===== src/rtl/csa_pipe_addsub_if.sv =====
// csa_pipe_addsub_if
//   Handshake and data bundle for csa_pipe_addsub.
//   Input side:  in_valid/in_ready, din1, din2, sub, carry_in
//   Output side: out_valid/out_ready, dout, carry_out, overflow, zero
//   master = producer/consumer environment, slave = adder block.
interface csa_pipe_addsub_if #(
  parameter int WIDTH = 32
);
  logic             in_valid;
  logic             in_ready;
  logic [WIDTH-1:0] din1;
  logic [WIDTH-1:0] din2;
  logic             sub;
  logic             carry_in;
  logic             out_valid;
  logic             out_ready;
  logic [WIDTH-1:0] dout;
  logic             carry_out;
  logic             overflow;
  logic             zero;

  modport master (
    output in_valid, din1, din2, sub, carry_in, out_ready,
    input  in_ready, out_valid, dout, carry_out, overflow, zero
  );

  modport slave (
    input  in_valid, din1, din2, sub, carry_in, out_ready,
    output in_ready, out_valid, dout, carry_out, overflow, zero
  );
endinterface


===== src/rtl/csa_pipe_addsub.sv =====
// csa_pipe_addsub
//   Pipelined carry-select adder/subtractor with valid/ready flow control.
//   The word is cut into WIDTH/BLK blocks; each of the STAGES pipeline stages
//   resolves WIDTH/BLK/STAGES consecutive blocks (LSB first). Block 0 ripples
//   from the carry-in, every other block precomputes both carry cases and the
//   incoming carry picks one. The carry between stages is registered.
// Ports
//   clk    rising-edge clock
//   rst_n  synchronous active-low reset
//   bus    csa_pipe_addsub_if.slave (operands, mode, handshake, result, flags)
module csa_pipe_addsub #(
  parameter int WIDTH  = 32,
  parameter int BLK    = 8,
  parameter int STAGES = 2
) (
  input logic             clk,
  input logic             rst_n,
  csa_pipe_addsub_if.slave bus
);
  localparam int NBLK = WIDTH / BLK;
  localparam int BPS  = NBLK / STAGES;
  localparam int SW   = BPS * BLK;

  logic             adv;
  logic [WIDTH-1:0] eff_b;
  logic             eff_cin;

  // Single shared enable: the pipe only moves when the output slot is free.
  assign adv          = ~g_stage[STAGES-1].v_q | bus.out_ready;
  assign bus.in_ready = adv & rst_n;

  assign eff_b   = bus.sub ? ~bus.din2 : bus.din2;
  assign eff_cin = bus.carry_in ^ bus.sub;

  for (genvar s = 0; s < STAGES; s++) begin : g_stage
    // a_in/b_in carry only the slices not yet consumed by earlier stages;
    // r_d accumulates the result bits resolved so far.
    localparam int WS = WIDTH - s * SW;
    localparam int RW = (s + 1) * SW;

    logic [WS-1:0]         a_in;
    logic [WS-1:0]         b_in;
    logic                  c_in;
    logic                  v_in;
    logic [BPS-1:0][BLK-1:0] blk_sum;
    logic [RW-1:0]         r_d;
    logic                  v_q;
    logic                  c_q;
    logic [RW-1:0]         r_q;

    if (s == 0) begin : g_src
      assign a_in = bus.din1;
      assign b_in = eff_b;
      assign c_in = eff_cin;
      assign v_in = bus.in_valid & bus.in_ready;
      assign r_d  = blk_sum;
    end else begin : g_src
      assign a_in = g_stage[s-1].g_hold.a_q;
      assign b_in = g_stage[s-1].g_hold.b_q;
      assign c_in = g_stage[s-1].c_q;
      assign v_in = g_stage[s-1].v_q;
      assign r_d  = {blk_sum, g_stage[s-1].r_q};
    end

    for (genvar k = 0; k < BPS; k++) begin : g_blk
      logic [BLK-1:0] a_b;
      logic [BLK-1:0] b_b;
      logic           cin_b;
      logic           cout_b;

      assign a_b = a_in[k*BLK +: BLK];
      assign b_b = b_in[k*BLK +: BLK];

      if (k == 0) begin : g_cin
        assign cin_b = c_in;
      end else begin : g_cin
        assign cin_b = g_blk[k-1].cout_b;
      end

      if (s == 0 && k == 0) begin : g_add
        logic [BLK:0] sum;
        assign sum          = {1'b0, a_b} + {1'b0, b_b} + {{BLK{1'b0}}, cin_b};
        assign blk_sum[k]   = sum[BLK-1:0];
        assign cout_b       = sum[BLK];
      end else begin : g_add
        logic [BLK:0] sum0;
        logic [BLK:0] sum1;
        assign sum0 = {1'b0, a_b} + {1'b0, b_b};
        assign sum1 = {1'b0, a_b} + {1'b0, b_b} + {{BLK{1'b0}}, 1'b1};
        assign {cout_b, blk_sum[k]} = cin_b ? sum1 : sum0;
      end
    end

    always_ff @(posedge clk) begin
      if (!rst_n) begin
        v_q <= 1'b0;
        c_q <= 1'b0;
        r_q <= '0;
      end else if (adv) begin
        v_q <= v_in;
        c_q <= g_blk[BPS-1].cout_b;
        r_q <= r_d;
      end
    end

    if (s < STAGES - 1) begin : g_hold
      logic [WS-SW-1:0] a_q;
      logic [WS-SW-1:0] b_q;
      always_ff @(posedge clk) begin
        if (!rst_n) begin
          a_q <= '0;
          b_q <= '0;
        end else if (adv) begin
          a_q <= a_in[WS-1:SW];
          b_q <= b_in[WS-1:SW];
        end
      end
    end else begin : g_flags
      // Flags are registered so they clear with reset instead of decoding
      // the zeroed result as "zero".
      logic ovf_q;
      logic zero_q;
      always_ff @(posedge clk) begin
        if (!rst_n) begin
          ovf_q  <= 1'b0;
          zero_q <= 1'b0;
        end else if (adv) begin
          ovf_q  <= (a_in[WS-1] == b_in[WS-1]) && (r_d[RW-1] != a_in[WS-1]);
          zero_q <= ~|r_d;
        end
      end
    end
  end

  assign bus.out_valid = g_stage[STAGES-1].v_q;
  assign bus.dout      = g_stage[STAGES-1].r_q;
  assign bus.carry_out = g_stage[STAGES-1].c_q;
  assign bus.overflow  = g_stage[STAGES-1].g_flags.ovf_q;
  assign bus.zero      = g_stage[STAGES-1].g_flags.zero_q;
endmodule


===== src/flat_wrapper.sv =====
// flat-port wrapper written by rule: the top's interface ports become plain ports
module csa_pipe_addsub_flat 
#(
  parameter int WIDTH  = 32,
  parameter int BLK    = 8,
  parameter int STAGES = 2
)
  (clk, rst_n, bus_in_valid, bus_din1, bus_din2, bus_sub, bus_carry_in, bus_out_ready, bus_in_ready, bus_out_valid, bus_dout, bus_carry_out, bus_overflow, bus_zero);
  csa_pipe_addsub_if #(.WIDTH(WIDTH)) bus_i ();
  input logic clk;
  input logic rst_n;
  input wire logic [$bits(bus_i.in_valid)-1:0] bus_in_valid;
  input wire logic [$bits(bus_i.din1)-1:0] bus_din1;
  input wire logic [$bits(bus_i.din2)-1:0] bus_din2;
  input wire logic [$bits(bus_i.sub)-1:0] bus_sub;
  input wire logic [$bits(bus_i.carry_in)-1:0] bus_carry_in;
  input wire logic [$bits(bus_i.out_ready)-1:0] bus_out_ready;
  output wire logic [$bits(bus_i.in_ready)-1:0] bus_in_ready;
  output wire logic [$bits(bus_i.out_valid)-1:0] bus_out_valid;
  output wire logic [$bits(bus_i.dout)-1:0] bus_dout;
  output wire logic [$bits(bus_i.carry_out)-1:0] bus_carry_out;
  output wire logic [$bits(bus_i.overflow)-1:0] bus_overflow;
  output wire logic [$bits(bus_i.zero)-1:0] bus_zero;
  assign bus_i.in_valid = bus_in_valid;
  assign bus_i.din1 = bus_din1;
  assign bus_i.din2 = bus_din2;
  assign bus_i.sub = bus_sub;
  assign bus_i.carry_in = bus_carry_in;
  assign bus_i.out_ready = bus_out_ready;
  assign bus_in_ready = bus_i.in_ready;
  assign bus_out_valid = bus_i.out_valid;
  assign bus_dout = bus_i.dout;
  assign bus_carry_out = bus_i.carry_out;
  assign bus_overflow = bus_i.overflow;
  assign bus_zero = bus_i.zero;
  csa_pipe_addsub #(.WIDTH(WIDTH), .BLK(BLK), .STAGES(STAGES)) u_core (.clk(clk), .rst_n(rst_n), .bus(bus_i));
endmodule

===== config.mk =====
export PLATFORM = sky130hd
export DESIGN_NAME = csa_pipe_addsub_flat
export DESIGN_NICKNAME = d
export VERILOG_FILES = /design/src/rtl/csa_pipe_addsub_if.sv /design/src/rtl/csa_pipe_addsub.sv /design/src/flat_wrapper.sv
export SDC_FILE = /design/constraint.sdc
export NUM_CORES = 1
export LEC_CHECK = 0
export CORE_AREA = 2 2 134 136
export CTS_CLUSTER_DIAMETER = 50
export DETAILED_ROUTE_END_ITERATION = 10
export DIE_AREA = 0 0 136 138
export PLACE_DENSITY = 0.56
export SKIP_CTS_REPAIR_TIMING = 1
export SLEW_MARGIN = 0
export SYNTH_ARGS = -nofsm -noshare
export SYNTH_HDL_FRONTEND = slang
export SYNTH_SLANG_ARGS = --single-unit

===== constraint.sdc =====
create_clock -name clk -period 8.4 [get_ports clk]
set_clock_uncertainty 0.15 [all_clocks]
set_input_delay 0.84 -clock clk [delete_from_list [all_inputs] [get_ports clk]]
set_output_delay 0.84 -clock clk [all_outputs]
set_load 0.01 [all_outputs]

run_1/layer_met1.png
Bar = 50 µm. Cells faint in the background.
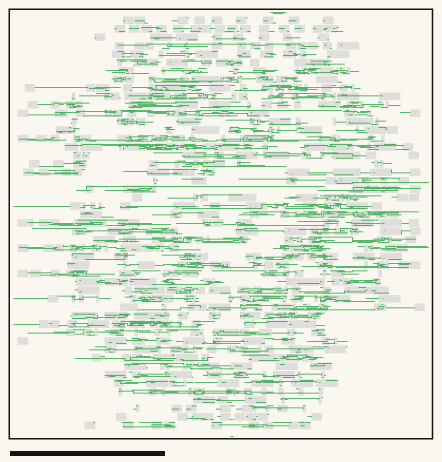
share of all routed wire	49%
nets with wire on the layer	733
wire length on this layer	6150 µm
main direction	horizontal
longest straight run	76.8 µm
via count: 4421
DRT Wirelength: 12560 µm
met1 Use GR: 18.80%

run_1/layer_met2.png
Bar = 50 µm. Cells faint in the background.
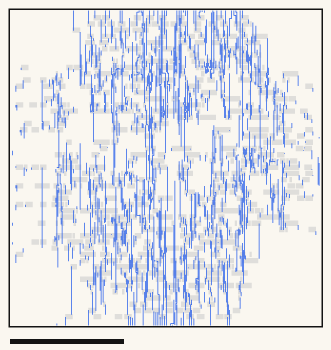
nets with wire on the layer	659
wire length on this layer	5640 µm
share of all routed wire	45%
main direction	vertical
grt met2 use: 20.71%

==> flow_summary.json, run 1 <==
{
  "status": "completed",
  "grt_max_degree": 77,
  "sh_seq_area_pct": 25.88,
  "cp.depth": 14,
  "grt.total_usage_pct": 13.71,
  "rsz0062_at_grt": "false",
  "post-route-drc-count": 0,
  "firstDrtPassIters": 4,
  "top_cells_by_count": "nand2_1 (91), dfxtp_1 (86), a21oi_1 (61)",
  "p_int_uw": 883.7,
  "synthToLayoutAreaGrowth_pct": 29.82,
  "yosys-top-cells-area": "dfxtp_1 (34%), ha_1 (8.3%), xnor2_1 (7.2%)",
  "grt_pass1_vias": 4140,
  "p_sw_share_pct": 29.96,
  "fin_area_mm2": 0.006651,
  "rows": 49,
  "clock-sinks": 86,
  "first_iter_violations": 170,
  "whs_path_depth": 2,
  "min_from": "u_core.bus.dout[2]",
  "clockRootBuffer": "clkbuf_16",
  "clkbuf_count": 14,
  "die_x_um": 136,
  "synth_nets": 732,
  "numPortBuffers": 106,
  "drv_slew": 0,
  "comb_area_mm2": 0.003202,
  "clockPowerShare_pct": 31.2,
  "crit_chain": "buf_2 -> buf_4 -> xor2_1 -> inv_1 -> fa_1 -> nor2b_1 -> o21ai_0 -> a21boi_0 -> o21ai_0 -> a21oi_1 -> and3_1 -> nand4_1 -> or4_1 -> nand3_1",
  "dpl_worst_slack_ns": 3.786,
  "pg_clk_uw": 394,
  "hold_violations": 0,
  "p_seq_uw": 492,
  "post-route-min-period_ns": 4.224,
  "flop-count": 86,
  "bufAreaShareNonClock_pct": 16.33,
  "critPathBufInv": 3,
  "flop_area_mm2": 0.001722,
  "htreeDepth": 3,
  "finalCritPeriodShare_pct": 50.29,
  "hold_ws_ns": 0.2993,
  "path_clk_slew_ns": 0.06,
  "cts_tree": "yes"
}
run_1/layer_met3.png
Bar = 50 µm. Cells faint in the background.
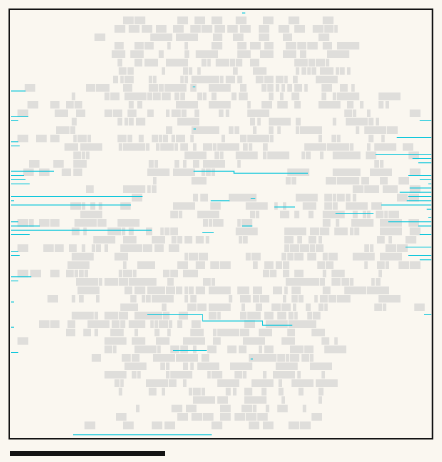
share of all routed wire	4.2%
main direction	horizontal
longest straight run	45.1 µm
wire length on this layer	522 µm
nets with wire on the layer	51

run_1/layer_met4.png
Bar = 50 µm.
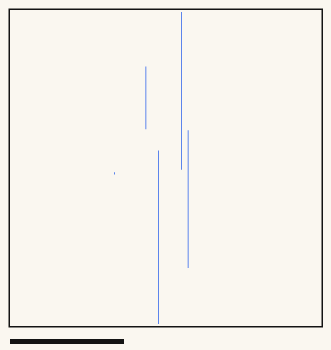
share of all routed wire	1.8%
nets with wire on the layer	4
wire length on this layer	232 µm
main direction	vertical
longest straight run	75.5 µm

run_1/congestion.png
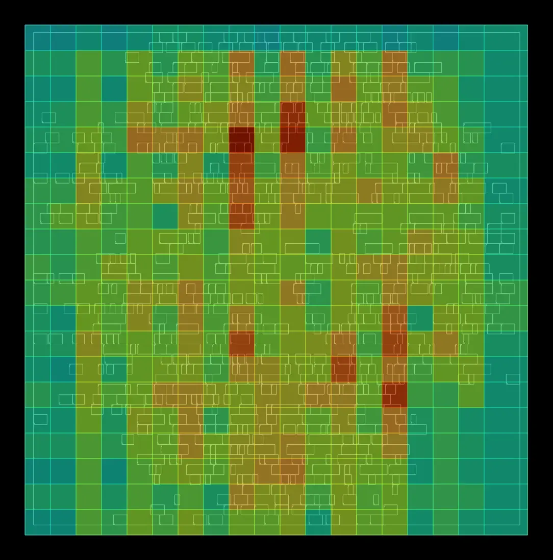

==> run 2: changes to the inputs <==
==> constraint.sdc (replaced) <==
create_clock -name clk -period 3.9 [get_ports clk]
set_clock_uncertainty 0.15 [all_clocks]
set_input_delay 0.39 -clock clk [delete_from_list [all_inputs] [get_ports clk]]
set_output_delay 0.39 -clock clk [all_outputs]
set_load 0.01 [all_outputs]
run_2/congestion.png
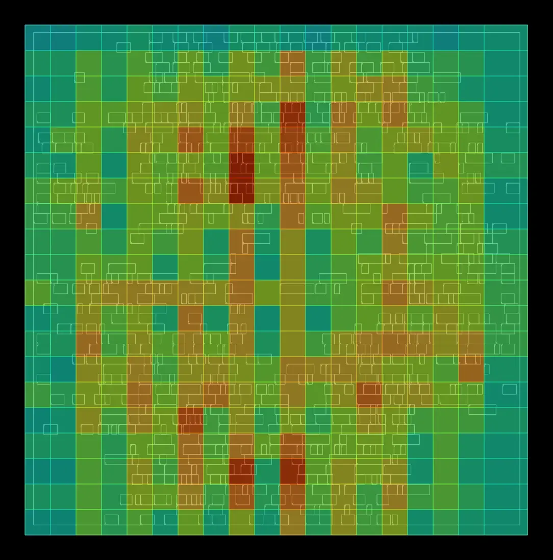
utilization after layout: 38.16%
met1 Use GR: 18.06%
gr busiest metal: met2
met3 GRT Util: 3.080%
total track usage: 14.13%

==> flow_summary.json, run 2 <==
{
  "first_iter_violations": 225,
  "p_seq_mw": 1.06,
  "post-route-min-period_ns": 3.474,
  "yosys_cells": 623,
  "fin_area_mm2": 0.006691,
  "cts_tree": "yes",
  "drv_slew": 0,
  "status": "completed",
  "path_clk_slew_ns": 0.06,
  "yosys-top-cells-area": "dfxtp_1 (34%), ha_1 (8.3%), xnor2_1 (7.2%)",
  "bufAreaShareNonClock_pct": 16.68,
  "hold_violations": 0,
  "vias": 4442,
  "sh_seq_area_pct": 25.73,
  "die_x_um": 136,
  "crit_chain": "clkdlybuf4s50_1 -> xnor2_1 -> fa_1 -> fa_1 -> nor2b_1 -> o21ai_0 -> a21boi_0 -> o21ai_0 -> a21oi_2 -> and3_1 -> nand4_1 -> or4_1 -> nand3_1",
  "dpl_worst_slack_ns": 0.08526,
  "flop-count": 86,
  "clock-sinks": 86,
  "cp.depth": 13,
  "rows": 49,
  "synthToLayoutAreaGrowth_pct": 30.60,
  "comb_area_mm2": 0.003206,
  "top_cells_by_count": "nand2_1 (91), dfxtp_1 (86), a21oi_1 (61)",
  "grt_pass1_vias": 4344,
  "rsz0062_at_grt": "false",
  "numPortBuffers": 106,
  "p_int_mw": 1.921,
  "p_sw_share_pct": 29.97,
  "synth_nets": 732,
  "clkbuf_count": 13
}
